**config.mk**
```make
export PLATFORM = sky130hd
export DESIGN_NAME = thro_ramp_ctrl_flat
export DESIGN_NICKNAME = d
export VERILOG_FILES = /design/src/rtl/thro_ctrl_pkg.sv /design/src/rtl/thro_ramp_ctrl_if.sv /design/src/rtl/thro_offset_gen.sv /design/src/rtl/thro_ramp_ctrl.sv /design/src/flat_wrapper.sv
export SDC_FILE = /design/constraint.sdc
export NUM_CORES = 1
export LEC_CHECK = 0
export ABC_AREA = 1
export CAP_MARGIN = 30
export CORE_UTILIZATION = 27
export CTS_BUF_LIST = sky130_fd_sc_hd__clkbuf_2 sky130_fd_sc_hd__clkbuf_4 sky130_fd_sc_hd__clkbuf_8
export DETAILED_ROUTE_END_ITERATION = 10
export PLACE_DENSITY = 0.51
export SYNTH_ARGS = -nofsm -noshare
export SYNTH_HDL_FRONTEND = slang
export SYNTH_SLANG_ARGS = --single-unit
export TNS_END_PERCENT = 20
```
**constraint.sdc**
```tcl
create_clock -name clk -period 2.7 [get_ports clk]
set_input_delay 0.54 -clock clk [delete_from_list [all_inputs] [get_ports clk]]
set_output_delay 0.54 -clock clk [all_outputs]
set_load 0.05 [all_outputs]
```
**src/rtl/thro_ctrl_pkg.sv**
```systemverilog
// Shared types, default parameters and the slew helper for the throttle ramp controller.
// The FAILSAFE state exists only when THRO_FAILSAFE_EN is defined.
package thro_ctrl_pkg;

  typedef logic [7:0] thro_t;

  localparam int unsigned DEF_RAMP_DIV = 4;
  localparam int unsigned DEF_STEP     = 2;
  localparam int unsigned DEF_ARM_HOLD = 8;
  localparam int unsigned DEF_TIMEOUT  = 100;

`ifdef THRO_FAILSAFE_EN
  typedef enum logic [1:0] {
    ST_DISARMED = 2'd0,
    ST_ARM_WAIT = 2'd1,
    ST_ARMED    = 2'd2,
    ST_FAILSAFE = 2'd3
  } state_e;
`else
  typedef enum logic [1:0] {
    ST_DISARMED = 2'd0,
    ST_ARM_WAIT = 2'd1,
    ST_ARMED    = 2'd2
  } state_e;
`endif

  // Move cur toward tgt by at most step; lands exactly on tgt, so it never overshoots or wraps.
  function automatic thro_t ramp_step(thro_t cur, thro_t tgt, thro_t step);
    if (tgt > cur) begin
      return (thro_t'(tgt - cur) > step) ? thro_t'(cur + step) : tgt;
    end else begin
      return (thro_t'(cur - tgt) > step) ? thro_t'(cur - step) : tgt;
    end
  endfunction

endpackage

```
**src/rtl/thro_ramp_ctrl_if.sv**
```systemverilog
// Command and status bundle of the throttle ramp controller, plus the FSM debug state.
interface thro_ramp_ctrl_if;
  import thro_ctrl_pkg::*;

  // cmd_valid qualifies cmd_thro in the same cycle; there is no ready, every valid cycle is taken.
  logic   cmd_valid;
  thro_t  cmd_thro;
  logic   arm_req;
  logic   disarm_req;
  thro_t  thro_rec_val;
  thro_t  motor_1_offset;
  thro_t  motor_2_offset;
  thro_t  motor_3_offset;
  thro_t  motor_4_offset;
  logic   offset_upd;
  logic   armed;
  logic   failsafe;
  state_e dbg_state;

  modport master (
    output cmd_valid, cmd_thro, arm_req, disarm_req,
    input  thro_rec_val, motor_1_offset, motor_2_offset, motor_3_offset, motor_4_offset,
    input  offset_upd, armed, failsafe, dbg_state
  );

  modport slave (
    input  cmd_valid, cmd_thro, arm_req, disarm_req,
    output thro_rec_val, motor_1_offset, motor_2_offset, motor_3_offset, motor_4_offset,
    output offset_upd, armed, failsafe, dbg_state
  );

endinterface

```
**src/rtl/thro_offset_gen.sv**
```systemverilog
// Combinational per-motor offset mix derived from the slew-limited throttle.
module thro_offset_gen
  import thro_ctrl_pkg::*;
(
  input  thro_t thro_rec_val,
  output thro_t motor_1_offset,
  output thro_t motor_2_offset,
  output thro_t motor_3_offset,
  output thro_t motor_4_offset
);

  // Fixed fractional trims: 1, 7/8, 3/4 and 1/2 of the throttle; all stay within 0..thro.
  assign motor_1_offset = thro_rec_val;
  assign motor_2_offset = thro_rec_val - (thro_rec_val >> 3);
  assign motor_3_offset = (thro_rec_val >> 1) + (thro_rec_val >> 2);
  assign motor_4_offset = thro_rec_val >> 1;

endmodule

```
**src/rtl/thro_ramp_ctrl.sv**
```systemverilog
// Arming sequencer and slew-limited throttle ramp with registered motor offsets.
// Optional timeout failsafe is built when THRO_FAILSAFE_EN is defined.
module thro_ramp_ctrl
  import thro_ctrl_pkg::*;
#(
  parameter int unsigned RAMP_DIV = DEF_RAMP_DIV,
  parameter int unsigned STEP     = DEF_STEP,
  parameter int unsigned ARM_HOLD = DEF_ARM_HOLD,
  parameter int unsigned TIMEOUT  = DEF_TIMEOUT
) (
  input logic             clk,
  input logic             rst,
  thro_ramp_ctrl_if.slave bus
);

  if (RAMP_DIV < 1 || STEP < 1 || STEP > 255 || ARM_HOLD < 1 || TIMEOUT < 1) begin : g_param_check
    $error("thro_ramp_ctrl: parameter out of range");
  end

  localparam thro_t STEP_T = thro_t'(STEP);

  state_e      state_q, state_d;
  thro_t       target_q, target_d;
  thro_t       thro_q, thro_d;
  logic [31:0] div_q, div_d;
  logic [31:0] arm_cnt_q, arm_cnt_d;
  logic        armed_q, armed_d;
  thro_t       m1_q, m2_q, m3_q, m4_q;
  thro_t       gen_m1, gen_m2, gen_m3, gen_m4;
  logic        upd_q, upd_d;
  logic        tick;
`ifdef THRO_FAILSAFE_EN
  logic [31:0] to_cnt_q, to_cnt_d;
  logic        fs_q, fs_d;
`endif

  thro_offset_gen u_offset_gen (
    .thro_rec_val   (thro_q),
    .motor_1_offset (gen_m1),
    .motor_2_offset (gen_m2),
    .motor_3_offset (gen_m3),
    .motor_4_offset (gen_m4)
  );

  assign tick = (div_q == RAMP_DIV - 1);

  always_comb begin
    state_d   = state_q;
    target_d  = bus.cmd_valid ? bus.cmd_thro : target_q;
    thro_d    = thro_q;
    div_d     = div_q;
    arm_cnt_d = arm_cnt_q;
`ifdef THRO_FAILSAFE_EN
    to_cnt_d  = to_cnt_q;
`endif
    case (state_q)
      ST_DISARMED: begin
        thro_d    = '0;
        div_d     = '0;
        arm_cnt_d = '0;
        if (!bus.disarm_req && bus.arm_req && target_q == '0) state_d = ST_ARM_WAIT;
      end
      ST_ARM_WAIT: begin
        if (bus.disarm_req || target_q != '0) begin
          state_d = ST_DISARMED;
        end else if (arm_cnt_q == ARM_HOLD) begin
          state_d = ST_ARMED;
          div_d   = '0;
`ifdef THRO_FAILSAFE_EN
          to_cnt_d = '0;
`endif
        end else begin
          arm_cnt_d = arm_cnt_q + 32'd1;
        end
      end
      ST_ARMED: begin
        if (bus.disarm_req) begin
          state_d = ST_DISARMED;
          thro_d  = '0;
        end else begin
          div_d = tick ? '0 : div_q + 32'd1;
          if (tick) thro_d = ramp_step(thro_q, target_q, STEP_T);
`ifdef THRO_FAILSAFE_EN
          to_cnt_d = bus.cmd_valid ? '0 : to_cnt_q + 32'd1;
          if (!bus.cmd_valid && to_cnt_q == TIMEOUT - 1) state_d = ST_FAILSAFE;
`endif
        end
      end
`ifdef THRO_FAILSAFE_EN
      // Effective target is forced to 0 here; the divider keeps its phase from ARMED.
      ST_FAILSAFE: begin
        if (bus.disarm_req || thro_q == '0) begin
          state_d = ST_DISARMED;
          thro_d  = '0;
        end else begin
          div_d = tick ? '0 : div_q + 32'd1;
          if (tick) thro_d = ramp_step(thro_q, '0, STEP_T);
        end
      end
`endif
      default: begin
        state_d = ST_DISARMED;
        thro_d  = '0;
      end
    endcase
    armed_d = (state_d == ST_ARMED);
`ifdef THRO_FAILSAFE_EN
    fs_d    = (state_d == ST_FAILSAFE);
`endif
  end

  // Offsets track thro_q one edge later; the pulse marks a change of the registered set.
  assign upd_d = ({gen_m1, gen_m2, gen_m3, gen_m4} != {m1_q, m2_q, m3_q, m4_q});

  always_ff @(posedge clk) begin
    if (rst) begin
      state_q   <= ST_DISARMED;
      target_q  <= '0;
      thro_q    <= '0;
      div_q     <= '0;
      arm_cnt_q <= '0;
      armed_q   <= 1'b0;
      m1_q      <= '0;
      m2_q      <= '0;
      m3_q      <= '0;
      m4_q      <= '0;
      upd_q     <= 1'b0;
`ifdef THRO_FAILSAFE_EN
      to_cnt_q  <= '0;
      fs_q      <= 1'b0;
`endif
    end else begin
      state_q   <= state_d;
      target_q  <= target_d;
      thro_q    <= thro_d;
      div_q     <= div_d;
      arm_cnt_q <= arm_cnt_d;
      armed_q   <= armed_d;
      m1_q      <= gen_m1;
      m2_q      <= gen_m2;
      m3_q      <= gen_m3;
      m4_q      <= gen_m4;
      upd_q     <= upd_d;
`ifdef THRO_FAILSAFE_EN
      to_cnt_q  <= to_cnt_d;
      fs_q      <= fs_d;
`endif
    end
  end

  assign bus.thro_rec_val   = thro_q;
  assign bus.motor_1_offset = m1_q;
  assign bus.motor_2_offset = m2_q;
  assign bus.motor_3_offset = m3_q;
  assign bus.motor_4_offset = m4_q;
  assign bus.offset_upd     = upd_q;
  assign bus.armed          = armed_q;
  assign bus.dbg_state      = state_q;
`ifdef THRO_FAILSAFE_EN
  assign bus.failsafe       = fs_q;
`else
  assign bus.failsafe       = 1'b0;
`endif

endmodule

```
**src/flat_wrapper.sv**
```systemverilog
// flat-port wrapper written by rule: the top's interface ports become plain ports
module thro_ramp_ctrl_flat import thro_ctrl_pkg::*;
#(
  parameter int unsigned RAMP_DIV = DEF_RAMP_DIV,
  parameter int unsigned STEP     = DEF_STEP,
  parameter int unsigned ARM_HOLD = DEF_ARM_HOLD,
  parameter int unsigned TIMEOUT  = DEF_TIMEOUT
)
  (clk, rst, bus_cmd_valid, bus_cmd_thro, bus_arm_req, bus_disarm_req, bus_thro_rec_val, bus_motor_1_offset, bus_motor_2_offset, bus_motor_3_offset, bus_motor_4_offset, bus_offset_upd, bus_armed, bus_failsafe, bus_dbg_state);
  thro_ramp_ctrl_if bus_i ();
  input logic clk;
  input logic rst;
  input wire logic [$bits(bus_i.cmd_valid)-1:0] bus_cmd_valid;
  input wire logic [$bits(bus_i.cmd_thro)-1:0] bus_cmd_thro;
  input wire logic [$bits(bus_i.arm_req)-1:0] bus_arm_req;
  input wire logic [$bits(bus_i.disarm_req)-1:0] bus_disarm_req;
  output wire logic [$bits(bus_i.thro_rec_val)-1:0] bus_thro_rec_val;
  output wire logic [$bits(bus_i.motor_1_offset)-1:0] bus_motor_1_offset;
  output wire logic [$bits(bus_i.motor_2_offset)-1:0] bus_motor_2_offset;
  output wire logic [$bits(bus_i.motor_3_offset)-1:0] bus_motor_3_offset;
  output wire logic [$bits(bus_i.motor_4_offset)-1:0] bus_motor_4_offset;
  output wire logic [$bits(bus_i.offset_upd)-1:0] bus_offset_upd;
  output wire logic [$bits(bus_i.armed)-1:0] bus_armed;
  output wire logic [$bits(bus_i.failsafe)-1:0] bus_failsafe;
  output wire logic [$bits(bus_i.dbg_state)-1:0] bus_dbg_state;
  assign bus_i.cmd_valid = bus_cmd_valid;
  assign bus_i.cmd_thro = bus_cmd_thro;
  assign bus_i.arm_req = bus_arm_req;
  assign bus_i.disarm_req = bus_disarm_req;
  assign bus_thro_rec_val = bus_i.thro_rec_val;
  assign bus_motor_1_offset = bus_i.motor_1_offset;
  assign bus_motor_2_offset = bus_i.motor_2_offset;
  assign bus_motor_3_offset = bus_i.motor_3_offset;
  assign bus_motor_4_offset = bus_i.motor_4_offset;
  assign bus_offset_upd = bus_i.offset_upd;
  assign bus_armed = bus_i.armed;
  assign bus_failsafe = bus_i.failsafe;
  assign bus_dbg_state = bus_i.dbg_state;
  thro_ramp_ctrl #(.RAMP_DIV(RAMP_DIV), .STEP(STEP), .ARM_HOLD(ARM_HOLD), .TIMEOUT(TIMEOUT)) u_core (.clk(clk), .rst(rst), .bus(bus_i));
endmodule
```
### Routed metal, one colour a layer

(3 px per um)
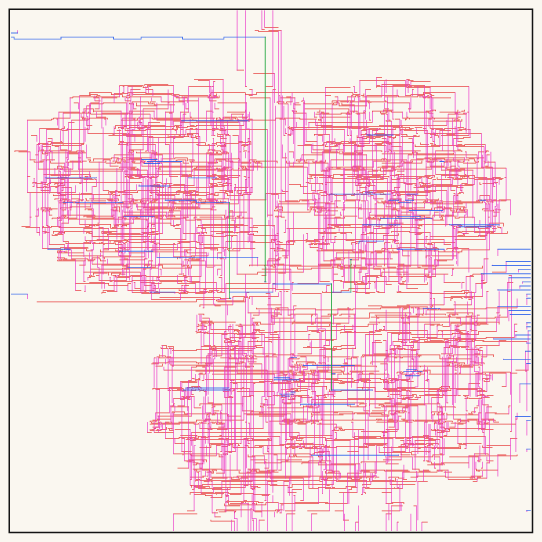
Key: magenta = M2 [wire length 11200 um]; blue = M3 [wire length 783 um]; red = M1 [wire length 12100 um]; green = M4 [wire length 160 um]

### Cell area per tile

(2 px per um) 17 x 17 tiles, from white (low) to dark blue (high), 0 to 100% covered.
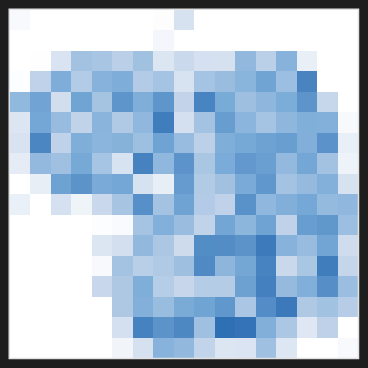
26% of the tiles are nearly empty. The mean over all tiles is 29%. The emptiest ninth of the die: bottom left. The fullest tile reaches 74%.

### Where the registers sit

(3 px per um) Other sequential cells in the stronger grey, the rest of the logic in the fainter grey.
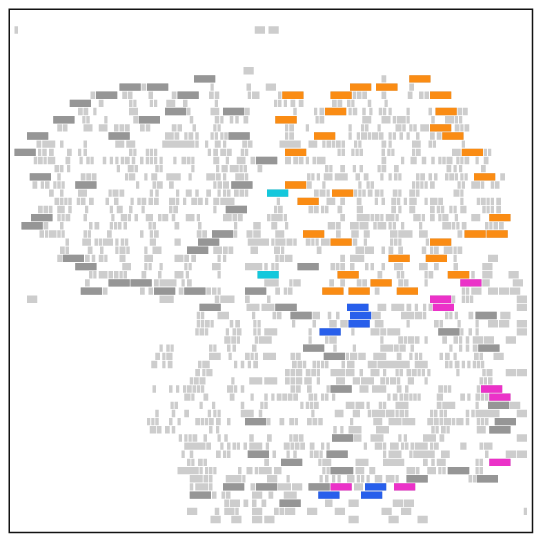
Key: cyan = u_core.bus.dbg_state [sequential cells 2]; orange = u_core.arm_cnt_q [sequential cells 32]; blue = u_core.bus.motor_4_offset [sequential cells 7]; magenta = u_core.bus.motor_3_offset [sequential cells 8]
Another 59 sequential cells are not coloured.

==> run summary <==
Implementation run completed; key figures follow.

Power:
- The run gives the power attributed to combinational cells as 0.330 mW.
- The run gives the power dissipated in sequential cells as 1.61 mW.
- The run gives the cell area power density as 341 mW/mm^2.
- Per report_power, the combinational group accounts for 10.5% of the total.
- The run puts the cell leakage power at 3.46 nW.
- The run gives the heaviest power group as registers.
- The clock network is responsible for 38.3% of the overall power.
- The run gives the cell-internal power as 2.26 mW.
- The run gives the fraction of power consumed by sequential logic as 51.2%.
- The run gives the largest voltage drop on the vdd net as 0.000212 V.
- The run gives the reported net switching power as 0.887 mW.

GRT:
- After global routing the overflow that remains totals 0.
- The first global-routing pass estimated 40000 um of wire.
- Entering global routing, the biggest net connects 57 pins.
- Total global-route track usage over all layers is 16.2%.
- The run gives the number of global-route vias before repair as 7602.
- The initial antenna violation count came to 0.

Place:
- The run puts the number of cells after detailed placement at 1689.
- In this run the cell area measured after placement is 0.00898 mm^2.
- The run gives the count of buffers from port buffering as 55.
- The run gives the worst setup slack after placement as 174 ps.
- The run gives the detailed placement HPWL as 18400 um.

CTS:
- The clock drives 108 sinks.
- Post-CTS timing repair inserted 0 buffers for setup.
- The run puts the largest buffer count on any clock path at 2.
- The run gives the insertion delay of the later-clocked pin in the worst-skew pair as 390 ps.
- The tree is rooted in a sky130_fd_sc_hd__clkbuf_8.
- Clock tree synthesis inserted a total of 9 buffers.
- The run gives the clock tree from TritonCTS as yes.
- The timing report gives the clock slew at the launch and capture registers of the worst setup and hold paths as 120 ps.
- The run gives the number of gates resized after cts as 0.
- After clock tree synthesis, the flow added hold-fix buffers numbering 0.
- The run puts the H-tree depth at 3.

STA:
- The run puts the setup slack after layout at 294 ps.
- For the finished layout, the period the worst path requires is 2410 ps.
- The run puts the sum of negative setup slack at 0 ps.
- The run puts the number of failing hold endpoints at the final stage at 0.
- The run gives the pin slew with the least headroom to its limit as 693 ps.
- Setup repair after global routing left no endpoint under its margin.
- The run puts the worst slew margin relative to its limit at 53.5%.
- Static timing analysis puts the maximum clock frequency at 0.416 GHz.
- The final report lists the setup-violating endpoint count as 0.
- The run gives the final cycle utilization of the critical path as 89.1%.
- The run gives the smallest hold slack as 506 ps.
- Max-slew check failures listed in the final report amount to 0.

Synth:
- The run puts the sequential area share after synthesis at 27.1%.
- The run puts the area fraction in full adders, half adders and majority gates at 6.80%.
- The run puts the area of the mapped netlist at 0.00798 mm^2.
- The run puts the total of flip-flops plus latches after synthesis at 108.
- The run gives the yosys-reported design area after synthesis as 0.00798 mm^2.
- Of the total synthesized cell area, the portion taken by XOR and XNOR cells is 8.18%.
- The synthesis report lists the most area-consuming cells as sky130_fd_sc_hd__dfxtp_1 (27%), sky130_fd_sc_hd__nand2_1 (15%), sky130_fd_sc_hd__nand3_1 (9.9%).
- Summed over its instances, the top area cell type makes up 27.1% of the synthesized netlist area.
- By count the netlist is led by sky130_fd_sc_hd__nand2_1 (319), sky130_fd_sc_hd__nor2_1 (173), sky130_fd_sc_hd__nand3_1 (158).
- The run puts the async set-reset flop share out of synthesis at 0%.
- The run gives the synthesized-area fraction occupied by and/or/nand/nor cells as 42.0%.
- The run puts the multiplexer share of the synthesized area at 0%.
- The run puts the warning count from the yosys run at 0.
- The run puts the per-instance average area after synthesis at 6.28 um^2.
- By instance count, the leading cell after synthesis is sky130_fd_sc_hd__nand2_1.
- The run puts the area fraction in compound gates after synthesis at 6.62%.
- The biggest area contributor in the post-synthesis netlist is sky130_fd_sc_hd__dfxtp_1.
- The run puts the cell count after synthesis at 1270.
- The run puts the count of library flops with an enable pin at 0.
- The run gives the unique cell type count in the Yosys netlist as 35.
- The run puts the cell total in the yosys stat output at 1270.

Final layout:
- The run puts the final core area utilization at 32.0%.
- The run puts the area growth from synthesis to layout at 15.6%.
- The run gives the final standard cell count with taps included and fillers excluded as 1705.
- The run puts the layout buffering overhead excluding clock cells at 8.38%.
- The run gives the count of nets after finishing as 1370.
- The run puts the combinational share of cell area at 55.1%.
- Leaving out the clock tree, the finished layout contains an inverter count of 129.
- The run puts the final-layout clock-cell area share at 2.56%.
- The run gives the area of combinational cells with multiple inputs as 0.00509 mm^2.
- The run gives the fraction of layout cells with a size suffix above 1 as 5.00%.
- The run puts the count of plain and timing-repair buffers in the layout at 82.
- The top cell type in the final layout, fill and taps aside, is sky130_fd_sc_hd__nand2_1.
- The run gives the final antenna diode count as 0.
- The run gives the register share of the cell area as 23.5%.
- In the final design, more cell area goes to combinational gates than to any other class.
- For this run, combinational gates with multiple inputs come to 986.
- The run gives the area taken by flip-flops and latches as 0.00216 mm^2.
- The run gives the fill cell total of the finished layout as 3254.
- Per the cell usage report, the commonest logic cells after layout are sky130_fd_sc_hd__nand2_1 (319), sky130_fd_sc_hd__nor2_1 (173), sky130_fd_sc_hd__nand3_1 (158).

Worst setup path:
- Along the worst path, the maximum fanout reaches 5.
- By startpoint and endpoint, the worst setup path is classified as flop to flop.
- The run gives the worst endpoint data arrival time as 2710 ps.
- The run gives the critical path data required time as 3000 ps.
- STA classifies the critical path startpoint as a flop.
- The run gives the nature of the critical path endpoint as a flop.

Drt:
- Dividing the detail-routed wire length by the instance count gives 14.2 um.
- The run puts the residual antenna-violating net count after detailed routing at 0.
- The run puts the average vias per placed instance at 4.72.
- Wires add up to 24200 um.
- The run gives the detailed-route DRC error count as 0.
- The routed layout has 8055 vias.
- The run gives the initial DRC count as 551.
- The run puts the length of the first detailed-routing pass in iterations at 5.

Floorplan:
- 58 I/O pins were placed.
- The run gives the floorplan utilization as 27.7%.
- The run puts the floorplan die height at 174 um.
- According to the floorplan report, the total die area is 0.0303 mm^2.
- The run puts the floorplan row count at 62.
- The run puts the width of the die at 174 um.
- The region available for standard cell placement spans 0.0289 mm^2.

Min path:
- The run gives the type of the worst min-delay path as flop to flop.

Outcome:
- The flow ran to the end, and the final reports show no timing, DRC or antenna violations.

Run:
- The run puts the max-capacitance violation count at 0.
- The run puts the count of warning messages emitted by the tools at 42.
### Supply network

(2 px per um) Pins as bars on the die edge. Tap cells in grey.
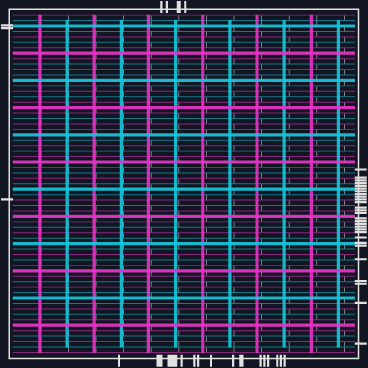
Key: magenta = VSS; cyan = VDD
12 straps on met4. 63 met1 rails follow the rows. 58 signal pins sit on the boundary.

### Clock nets

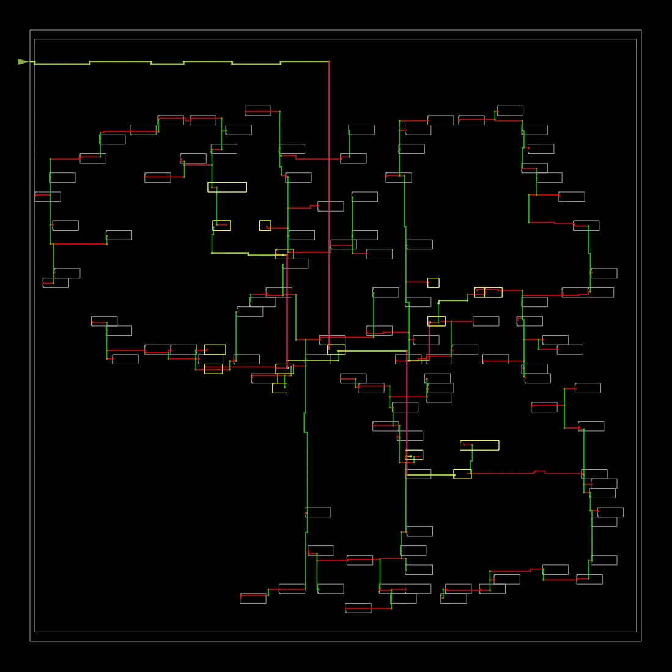
clock group total power: 1.20 mW
worst clock skew: 23.7 ps
total of clock buffers placed in the layout: 10
count of sequential standard cells: 108

[worst paths after layout]
| path | slack, ps | to | depth (start not counted) | start |
|---|---|---|---|---|
| setup / recovery | 290 | u_core.bus.thro_rec_val[0] | 14 | u_core.bus.thro_rec_val[0] |
| hold reg to reg | 510 | u_core.bus.thro_rec_val[0] | 2 | u_core.target_q[0] |
| hold / removal | 510 | u_core.bus.thro_rec_val[0] | 2 | u_core.target_q[0] |
| setup reg to reg | 290 | u_core.bus.thro_rec_val[0] | 14 | u_core.bus.thro_rec_val[0] |
[critical path, cell delays in order (launching register included)]
cell                      delay [ps]
sky130_fd_sc_hd__dfxtp_1         420
sky130_fd_sc_hd__inv_1           120
sky130_fd_sc_hd__ha_1            210
sky130_fd_sc_hd__inv_1           100
sky130_fd_sc_hd__fa_1            410
sky130_fd_sc_hd__inv_1            60
sky130_fd_sc_hd__o21ai_0          60
sky130_fd_sc_hd__nor2_1          100
sky130_fd_sc_hd__nand3_1         130
sky130_fd_sc_hd__nor2_1          300
sky130_fd_sc_hd__nand3_1         160
sky130_fd_sc_hd__nand3_1         110
sky130_fd_sc_hd__nand2_1          50
sky130_fd_sc_hd__nand2_1          50
sky130_fd_sc_hd__nand2_1          40
[registers in the layout, summed over array words and instances, names as in the netlist]
name and cells:
u_core.bus.motor_1_offset 1, u_core.div_q 32, u_core.bus.armed 1, u_core.bus.offset_upd 1, u_core.bus.motor_4_offset 7, u_core.bus.motor_3_offset 8
u_core.bus.thro_rec_val 8, u_core.target_q 8, u_core.bus.motor_2_offset 8, u_core.arm_cnt_q 32, u_core.bus.dbg_state 2
[metal layers]
layer	track usage (%)	wire length (um)	vias up
li1	-	-	4191
met1	22.6	12100	3713
met2	27.0	11200	140
met3	2.03	783	11
met4	2.85	159	0
met5	0	0	-
Power is estimated from default activity; no workload was simulated.
